$ cat config.mk
export PLATFORM = sky130hd
export DESIGN_NAME = mem_arbiter
export DESIGN_NICKNAME = d
export VERILOG_FILES = /design/src/rtl/mem_arbiter.sv
export SDC_FILE = /design/constraint.sdc
export NUM_CORES = 1
export LEC_CHECK = 0
export CAP_MARGIN = 20
export CORE_MARGIN = 2
export CORE_UTILIZATION = 44
export CTS_BUF_LIST = sky130_fd_sc_hd__clkbuf_8
export CTS_CLUSTER_SIZE = 10
export DETAILED_ROUTE_END_ITERATION = 8
export PLACE_DENSITY_LB_ADDON = 0.1
export SLEW_MARGIN = 40
export SYNTH_ARGS = -nofsm -noshare
export SYNTH_HDL_FRONTEND = slang
export SYNTH_SLANG_ARGS = --single-unit
export TNS_END_PERCENT = 100
$ cat constraint.sdc
create_clock -name clk -period 5.2 [get_ports clk]
set_input_delay 1.04 -clock clk [delete_from_list [all_inputs] [get_ports clk]]
set_output_delay 1.04 -clock clk [all_outputs]
set_load 0.01 [all_outputs]
$ cat src/rtl/mem_arbiter.sv
// mem_arbiter: shares one single-ported 16-bit synchronous memory between fetch and data requesters.
// Optional macro FAIR_ARB_EN adds a fairness window that forces a fetch grant after FAIR_WIN data grants.
module mem_arbiter #(
  parameter int unsigned AW = 16
`ifdef FAIR_ARB_EN
  ,
  parameter int unsigned FAIR_WIN = 4
`endif
) (
  input  logic          clk,
  input  logic          rst,
  input  logic          f_req,
  input  logic          f_wide,
  input  logic [AW-1:0] f_addr,
  input  logic          f_kill,
  output logic          f_done,
  output logic [31:0]   f_rdata,
  input  logic          d_req,
  input  logic          d_we,
  input  logic          d_wide,
  input  logic [AW-1:0] d_addr,
  input  logic [31:0]   d_wdata,
  output logic          d_done,
  output logic [31:0]   d_rdata,
  output logic          mem_en,
  output logic          mem_we,
  output logic [AW-1:0] mem_addr,
  output logic [15:0]   mem_wdata,
  input  logic [15:0]   mem_rdata
);

  localparam int unsigned DW = 32;
  localparam int unsigned HW = 16;
  localparam logic OWN_F = 1'b0;
  localparam logic OWN_D = 1'b1;

  typedef enum logic [1:0] {
    IDLE = 2'd0,
    ACC0 = 2'd1,
    ACC1 = 2'd2,
    DONE = 2'd3
  } state_t;

  state_t        state;
  state_t        state_nxt;

  // Latched access context
  logic          owner;
  logic          acc_we;
  logic          acc_wide;
  logic [AW-1:0] base;
  logic [DW-1:0] wdata;
  logic [HW-1:0] lo;
  logic          kill;
  logic [DW-1:0] f_rdata_q;
  logic [DW-1:0] d_rdata_q;

  logic          grant_d;
  logic          grant_f;
  logic          grant;
  logic          fair_force;
  logic          kill_now;
  logic [DW-1:0] rdata_asm;

  logic          own_nxt;
  logic          we_nxt;
  logic          wide_nxt;
  logic [AW-1:0] base_nxt;
  logic [DW-1:0] wdata_nxt;

  logic          mem_en_nxt;
  logic          mem_we_nxt;
  logic [AW-1:0] mem_addr_nxt;
  logic [HW-1:0] mem_wdata_nxt;
  logic          f_done_nxt;
  logic          d_done_nxt;

`ifdef FAIR_ARB_EN
  localparam int unsigned CW = $clog2(FAIR_WIN + 1);
  logic [CW-1:0] fair_cnt;

  assign fair_force = f_req && (fair_cnt >= CW'(FAIR_WIN));

  // Counts data grants that made a waiting fetch lose; any fetch grant restarts the window
  always_ff @(posedge clk or negedge rst) begin
    if (!rst) begin
      fair_cnt <= '0;
    end else if (grant_f) begin
      fair_cnt <= '0;
    end else if (grant_d && f_req && (fair_cnt < CW'(FAIR_WIN))) begin
      fair_cnt <= fair_cnt + CW'(1);
    end
  end
`else
  assign fair_force = 1'b0;
`endif

  assign grant_d  = (state == IDLE) && d_req && !fair_force;
  assign grant_f  = (state == IDLE) && f_req && !grant_d;
  assign grant    = grant_d || grant_f;
  assign kill_now = f_kill && (state != IDLE) && (owner == OWN_F);

  // Access context for the cycle after this one: freshly granted request or the held one
  always_comb begin
    own_nxt   = owner;
    we_nxt    = acc_we;
    wide_nxt  = acc_wide;
    base_nxt  = base;
    wdata_nxt = wdata;
    if (grant_d) begin
      own_nxt   = OWN_D;
      we_nxt    = d_we;
      wide_nxt  = d_wide;
      base_nxt  = d_addr;
      wdata_nxt = d_wdata;
    end else if (grant_f) begin
      own_nxt   = OWN_F;
      we_nxt    = 1'b0;
      wide_nxt  = f_wide;
      base_nxt  = f_addr;
      wdata_nxt = '0;
    end
  end

  always_ff @(posedge clk or negedge rst) begin
    if (!rst) begin
      state <= IDLE;
    end else begin
      state <= state_nxt;
    end
  end

  always_comb begin
    state_nxt = state;
    case (state)
      IDLE:    if (grant) state_nxt = ACC0;
      ACC0:    state_nxt = acc_wide ? ACC1 : DONE;
      ACC1:    state_nxt = DONE;
      DONE:    state_nxt = IDLE;
      default: state_nxt = IDLE;
    endcase
  end

  // Output register inputs are decoded from the next state so mem_* never see req combinationally
  always_comb begin
    mem_en_nxt    = 1'b0;
    mem_we_nxt    = 1'b0;
    mem_addr_nxt  = '0;
    mem_wdata_nxt = '0;
    f_done_nxt    = 1'b0;
    d_done_nxt    = 1'b0;
    case (state_nxt)
      ACC0: begin
        mem_en_nxt    = 1'b1;
        mem_we_nxt    = we_nxt;
        mem_addr_nxt  = base_nxt;
        mem_wdata_nxt = we_nxt ? wdata_nxt[HW-1:0] : '0;
      end
      ACC1: begin
        mem_en_nxt    = 1'b1;
        mem_we_nxt    = acc_we;
        mem_addr_nxt  = base + AW'(1);
        mem_wdata_nxt = acc_we ? wdata[DW-1:HW] : '0;
      end
      DONE: begin
        f_done_nxt = (owner == OWN_F) && !kill && !kill_now;
        d_done_nxt = (owner == OWN_D);
      end
      default: ;
    endcase
  end

  assign rdata_asm = acc_wide ? {mem_rdata, lo} : {HW'(0), mem_rdata};

  // The last beat's read data lands in DONE, so the done cycle forwards it past the holding register
  assign f_rdata = f_done ? rdata_asm : f_rdata_q;
  assign d_rdata = (d_done && !acc_we) ? rdata_asm : d_rdata_q;

  always_ff @(posedge clk or negedge rst) begin
    if (!rst) begin
      owner     <= OWN_F;
      acc_we    <= 1'b0;
      acc_wide  <= 1'b0;
      base      <= '0;
      wdata     <= '0;
      lo        <= '0;
      kill      <= 1'b0;
      f_rdata_q <= '0;
      d_rdata_q <= '0;
      mem_en    <= 1'b0;
      mem_we    <= 1'b0;
      mem_addr  <= '0;
      mem_wdata <= '0;
      f_done    <= 1'b0;
      d_done    <= 1'b0;
    end else begin
      owner     <= own_nxt;
      acc_we    <= we_nxt;
      acc_wide  <= wide_nxt;
      base      <= base_nxt;
      wdata     <= wdata_nxt;
      mem_en    <= mem_en_nxt;
      mem_we    <= mem_we_nxt;
      mem_addr  <= mem_addr_nxt;
      mem_wdata <= mem_wdata_nxt;
      f_done    <= f_done_nxt;
      d_done    <= d_done_nxt;
      if (state == ACC1) begin
        lo <= mem_rdata;
      end
      if (state_nxt == IDLE) begin
        kill <= 1'b0;
      end else if (kill_now) begin
        kill <= 1'b1;
      end
      if (f_done) begin
        f_rdata_q <= rdata_asm;
      end
      if (d_done && !acc_we) begin
        d_rdata_q <= rdata_asm;
      end
    end
  end

endmodule

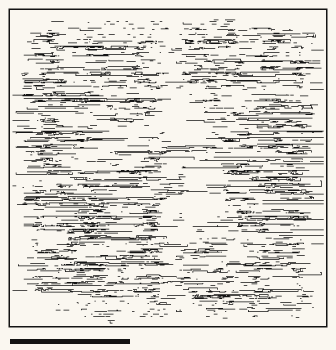
run_1/met1.png
Bar = 50 microns.
main direction: horizontal
nets with wire on the layer: 802
longest straight run: 45.5 microns
share of all routed wire: 45%

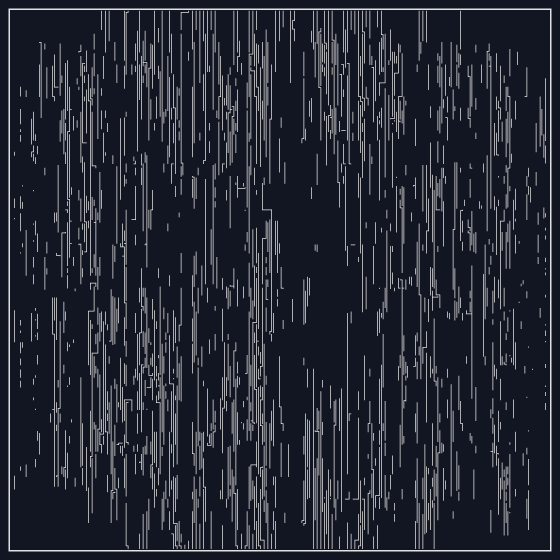
run_1/met2.png
share of all routed wire: 49%
longest straight run: 43.7 microns
wire length on this layer: 8180 microns
main direction: vertical
nets with wire on the layer: 760

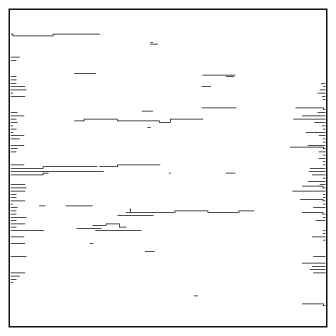
run_1/met3.png
share of all routed wire: 4.8%
nets with wire on the layer: 109
longest straight run: 38.4 microns
met3 capacity usage during global routing: 0.0498
WL final: 16800 microns
via count: 5354

-- run 1: flip-flops by register name, summed over array words and instances (netlist names), 2 cells and up --
register / flops
base: 16
d_rdata_q: 32
f_rdata_q: 32
lo: 16
mem_addr: 16
mem_wdata: 16
state: 2
wdata: 32
-- run 1: per-layer routing --
layer  wire, microns  track usage  vias to the layer above
met4             169       0.0598                        0
met1            7610        0.266                     2603
met3             795       0.0498                       13
met2            8180        0.326                      141
met5               0            0                        -
li1                -            -                     2597
-- run 1: logic make-up after synthesis --
group                    after synthesis  share of synthesized area
flip-flops                           170                      0.595
adder cells (fa/ha/maj)                9                     0.0158
XOR/XNOR                              11                     0.0135
AND/OR/NAND/NOR                      197                      0.131
multiplexers                          33                     0.0490
AND-OR/OR-AND                        151                      0.142
buffers and inverters                 89                     0.0532
==> results.py, run 1 <==
# Physical implementation metrics
metrics = {
    "run_status": {
        "status": "completed",
    },
    "timing": {
        "final.setup_skew_ps": 11.5,
        "rsz0062_at_grt": "false",
    },
    "power_and_ir_drop": {
        "clk-power_mw": 0.922,
        "power.combinational.fraction": 0.437,
        "power.internal_mw": 3.55,
        "power.sequential.total_mw": 2.26,
        "p_seq_frac": 0.399,
        "clockPowerShare": 0.163,
    },
    "floorplan": {
        "vertical_extent_of_the_die_microns": 131,
        "core-area_sq_um": 15900,
        "std_cell_rows": 46,
        "well_tap_count": 216,
    },
    "routing": {
        "first_pass_iters": 4,
        "remaining_drc_errors": 0,
    },
    "grt": {
        "first_pass_grt_wire_length_microns": 27800,
        "first_global_vias": 5465,
    },
    "yosys": {
        "yosysSeqAreaShare": 0.595,
        "async_flop_share": 1.00,
        "synthDistinctLibCells": 42,
        "yosysMostFrequentCell": "sky130_fd_sc_hd__dfrtp_1",
        "synthCells": 660,
    },
    "worst_setup_path": {
        "worstSetupStartpoint": "f_req",
        "timing.critical_path.slowest_stage_cell": "sky130_fd_sc_hd__clkdlybuf4s50_1",
        "endpoint_kind": "flip-flop",
        "reg2reg_slack_ps": 1940,
        "crit_buf_inv": 1,
        "path_max_fanout": 19,
        "cp_cell_sequence": "clkdlybuf4s50_1, o21ai_4, nand3_1, o31ai_1, ha_1, nor2b_2, and2_1, nand2_1, o21ai_0",
        "data_required_critical_path_ps": 5540,
    },
    "clock_network": {
        "number_of_buffers_between_clock_root_and_the_deepest_sink": 2,
        "clock_tree.root_cell": "sky130_fd_sc_hd__clkbuf_8",
        "cts_buffers": 17,
        "tritoncts_clock_tree": "built",
    },
    "final_layout": {
        "dominant_cells": "sequential cells",
        "finalCoreUtilization": 0.599,
        "seq-cell-share": 0.448,
        "diodes": 0,
        "numSequentialCells": 170,
        "comb_area_sq_um": 2530,
    },
    "placed_design": {
        "place_ws_ps": 893,
        "dpl-instance-area_sq_um": 9120,
    },
    "min_path": {
        "min_to": "f_done",
        "hold_path.startpoint": "kill",
    },
}
==> run 2: changes to the inputs <==
clock period = 3.8 ns   (was 5.2 ns; I/O delays follow)
==> run 2 against run 1 <==
Clock skew grew 3.3 ps. Final cell count grew 0.86%. Critical path depth shrank 5. Via count grew 1.6%. Clock power grew about 40%. Worst hold slack lost 140 ps. Die area is the same. First-iteration DRC count shrank 5.6%. Sequential cell count is the same. Sequential power grew 31%. Global-route usage grew 0.27 points. Largest cell class unchanged.
==> results.py, run 2 <==
# Physical implementation metrics
metrics = {
    "final_layout": {
        "seq-cell-share": 0.443,
        "diodes": 0,
        "numSequentialCells": 170,
        "largestRegisters": "d_rdata_q x32, f_rdata_q x32, wdata x32",
    },
    "yosys": {
        "yosysMostFrequentCell": "sky130_fd_sc_hd__dfrtp_1",
        "synthDistinctLibCells": 42,
    },
    "placed_design": {
        "dpl-instance-area_sq_um": 9180,
        "place_ws_ps": 537,
    },
    "run_status": {
        "status": "completed",
    },
    "worst_setup_path": {
        "timing.critical_path.slowest_stage_cell": "sky130_fd_sc_hd__clkdlybuf4s50_1",
        "worstSetupStartpoint": "acc_we",
        "endpoint_kind": "primary output",
        "path_max_fanout": 41,
        "crit_buf_inv": 2,
        "cp_cell_sequence": "nand2b_2, buf_4, o21ai_0, clkdlybuf4s50_1",
    },
    "routing": {
        "highest_layer": "met4",
        "route.layer.met1.wl_microns": 7490,
        "remaining_drc_errors": 0,
    },
    "clock_network": {
        "number_of_buffers_between_clock_root_and_the_deepest_sink": 2,
        "cts_buffers": 17,
    },
    "grt": {
        "first_global_vias": 5501,
    },
}
-- run 2: netlist changes by cell type in the layout (fill, tap and decap cells not counted), sizes merged --
cell	before	now
clkinvlp	2	1
clkinv	6	8
inv	42	45
clkbuf	21	18
buf	5	14
bufinv	2	1
-- run 2: cell families (layout without fill, tap and decap cells) --
kind of cell	count (synthesis)	count (layout)	synth area share
compound gates	151	151	0.142
xor+xnor	11	11	0.0135
flops	170	170	0.595
simple gates	197	197	0.131
mux	33	33	0.0490
buf+inv	89	273	0.0532
fa+ha+maj	9	9	0.0158
-- run 2: power by group --
part,internal (mW),switching (mW)
logic,1.71,1.87
registers,2.57,0.400
clock network,0.556,0.738
total,4.84,3.01
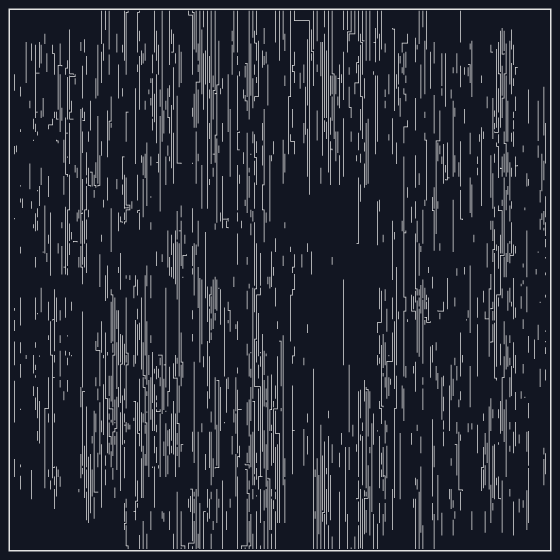
run_2/met2.png
wire length on this layer: 8190 microns
longest straight run: 48.1 microns
nets with wire on the layer: 774
share of all routed wire: 49%
grt met2 use: 0.334
WL final: 16800 microns
via count: 5440

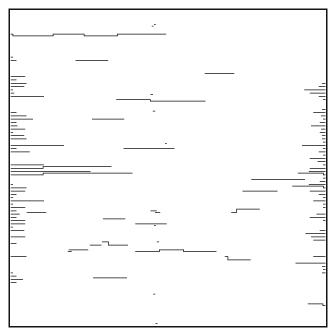
run_2/met3.png
share of all routed wire: 5.1%
main direction: horizontal
longest straight run: 37.0 microns
nets with wire on the layer: 113
wire length on this layer: 860 microns

==> run 3: changes to the inputs <==
CORE_ASPECT_RATIO = 1.75   (was not set)
==> run 3 against run 2 <==
Count of clock-buffer cells in the layout unchanged. Sequential power is 2% higher. Critical path depth unchanged. Area after synthesis stayed put. Worst hold slack got worse by 3.0 ps. Critical path type unchanged.
==> results.py, run 3 <==
# Physical implementation metrics
metrics = {
    "floorplan": {
        "vertical_extent_of_the_die_microns": 173,
        "std_cell_rows": 61,
        "core-area_sq_um": 15900,
        "well_tap_count": 189,
    },
    "yosys": {
        "yosys-mux-area-fraction": 0.0490,
        "synthCells": 660,
        "synth.comb.largest_family": "AND-OR/OR-AND gates",
        "yosysSeqAreaShare": 0.595,
        "yosysMostFrequentCell": "sky130_fd_sc_hd__dfrtp_1",
        "fa_ha_area_frac": 0.0158,
        "synthAoiAreaFrac": 0.142,
        "async_flop_share": 1.00,
        "synthDistinctLibCells": 42,
    },
    "worst_setup_path": {
        "timing.critical_path.slowest_stage_cell": "sky130_fd_sc_hd__clkdlybuf4s50_1",
        "endpoint_kind": "primary output",
        "path_max_fanout": 39,
        "crit_buf_inv": 2,
        "worstSetupStartpoint": "acc_we",
        "cp_cell_sequence": "nand2b_2, buf_4, o21ai_0, clkdlybuf4s50_1",
    },
    "power_and_ir_drop": {
        "clockPowerShare": 0.158,
        "total_switching_power_mw": 2.99,
        "switching_fraction_of_total_power": 0.385,
    },
    "placed_design": {
        "place_ws_ps": 557,
        "dpl-instance-area_sq_um": 9160,
    },
    "grt": {
        "first_global_vias": 5583,
        "first_pass_grt_wire_length_microns": 28700,
    },
    "clock_network": {
        "number_of_buffers_between_clock_root_and_the_deepest_sink": 2,
        "cts_buffers": 17,
        "tritoncts_clock_tree": "built",
    },
    "timing": {
        "final.setup_skew_ps": 17.1,
    },
    "routing": {
        "num_vias": 5415,
        "routed_wirelength_microns": 17300,
        "remaining_drc_errors": 0,
    },
    "final_layout": {
        "finalCoreUtilization": 0.601,
        "dominant_cells": "sequential cells",
        "diodes": 0,
        "numSequentialCells": 170,
        "comb_area_sq_um": 2520,
        "largestRegisters": "d_rdata_q x32, f_rdata_q x32, wdata x32",
    },
    "run_status": {
        "status": "completed",
    },
}
-- run 3: cell counts after synthesis --
No cell type changed its count.
-- run 3: final timing paths --
path	endpoint	slack, ps
max reg2reg	mem_wdata[8]	1120
max in group asynchronous	wdata[4]	2610
min reg2reg	f_done	460
min	d_rdata_q[28]	340
max	d_rdata[3]	370
min in group clk	f_done	460
-- run 3: per-layer routing --
layer  share of wire  global-route usage  wire length, microns
met4           0.025              0.0765                   435
met2            0.53               0.360                  9110
met1            0.40               0.252                  6940
met3           0.047              0.0408                   820
met5               0                   0                     0
-- run 3: power groups by stage --
stage	clock, mW	combinational [mW]	sequential [mW]
after global routing	1.34	3.87	3.13
final	1.23	3.52	3.03
after global placement	0	3.46	3.04
after detailed placement	0	3.57	3.07
after floorplan	0	2.13	2.89
after CTS	1.27	3.57	3.04
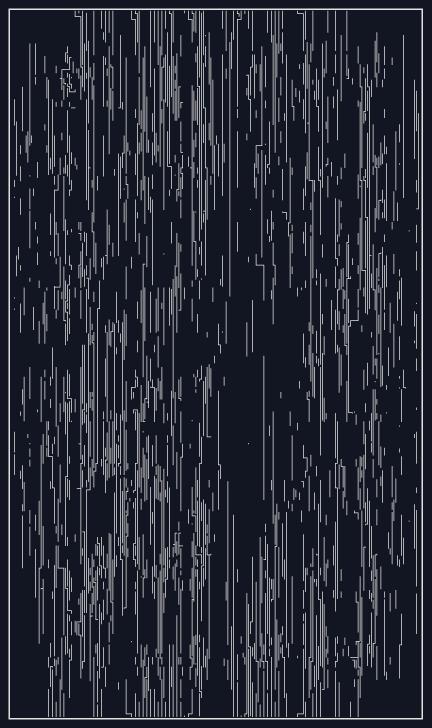
run_3/met2.png
wire length on this layer: 9110 microns
nets with wire on the layer: 782
longest straight run: 61.9 microns

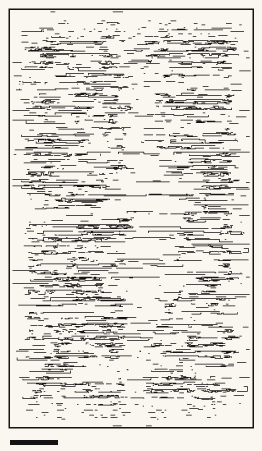
run_3/met1.png
Bar = 20 microns.
main direction: horizontal
share of all routed wire: 40%
longest straight run: 36.3 microns

Power figures rest on the tool's default switching activity, not on a simulated workload.
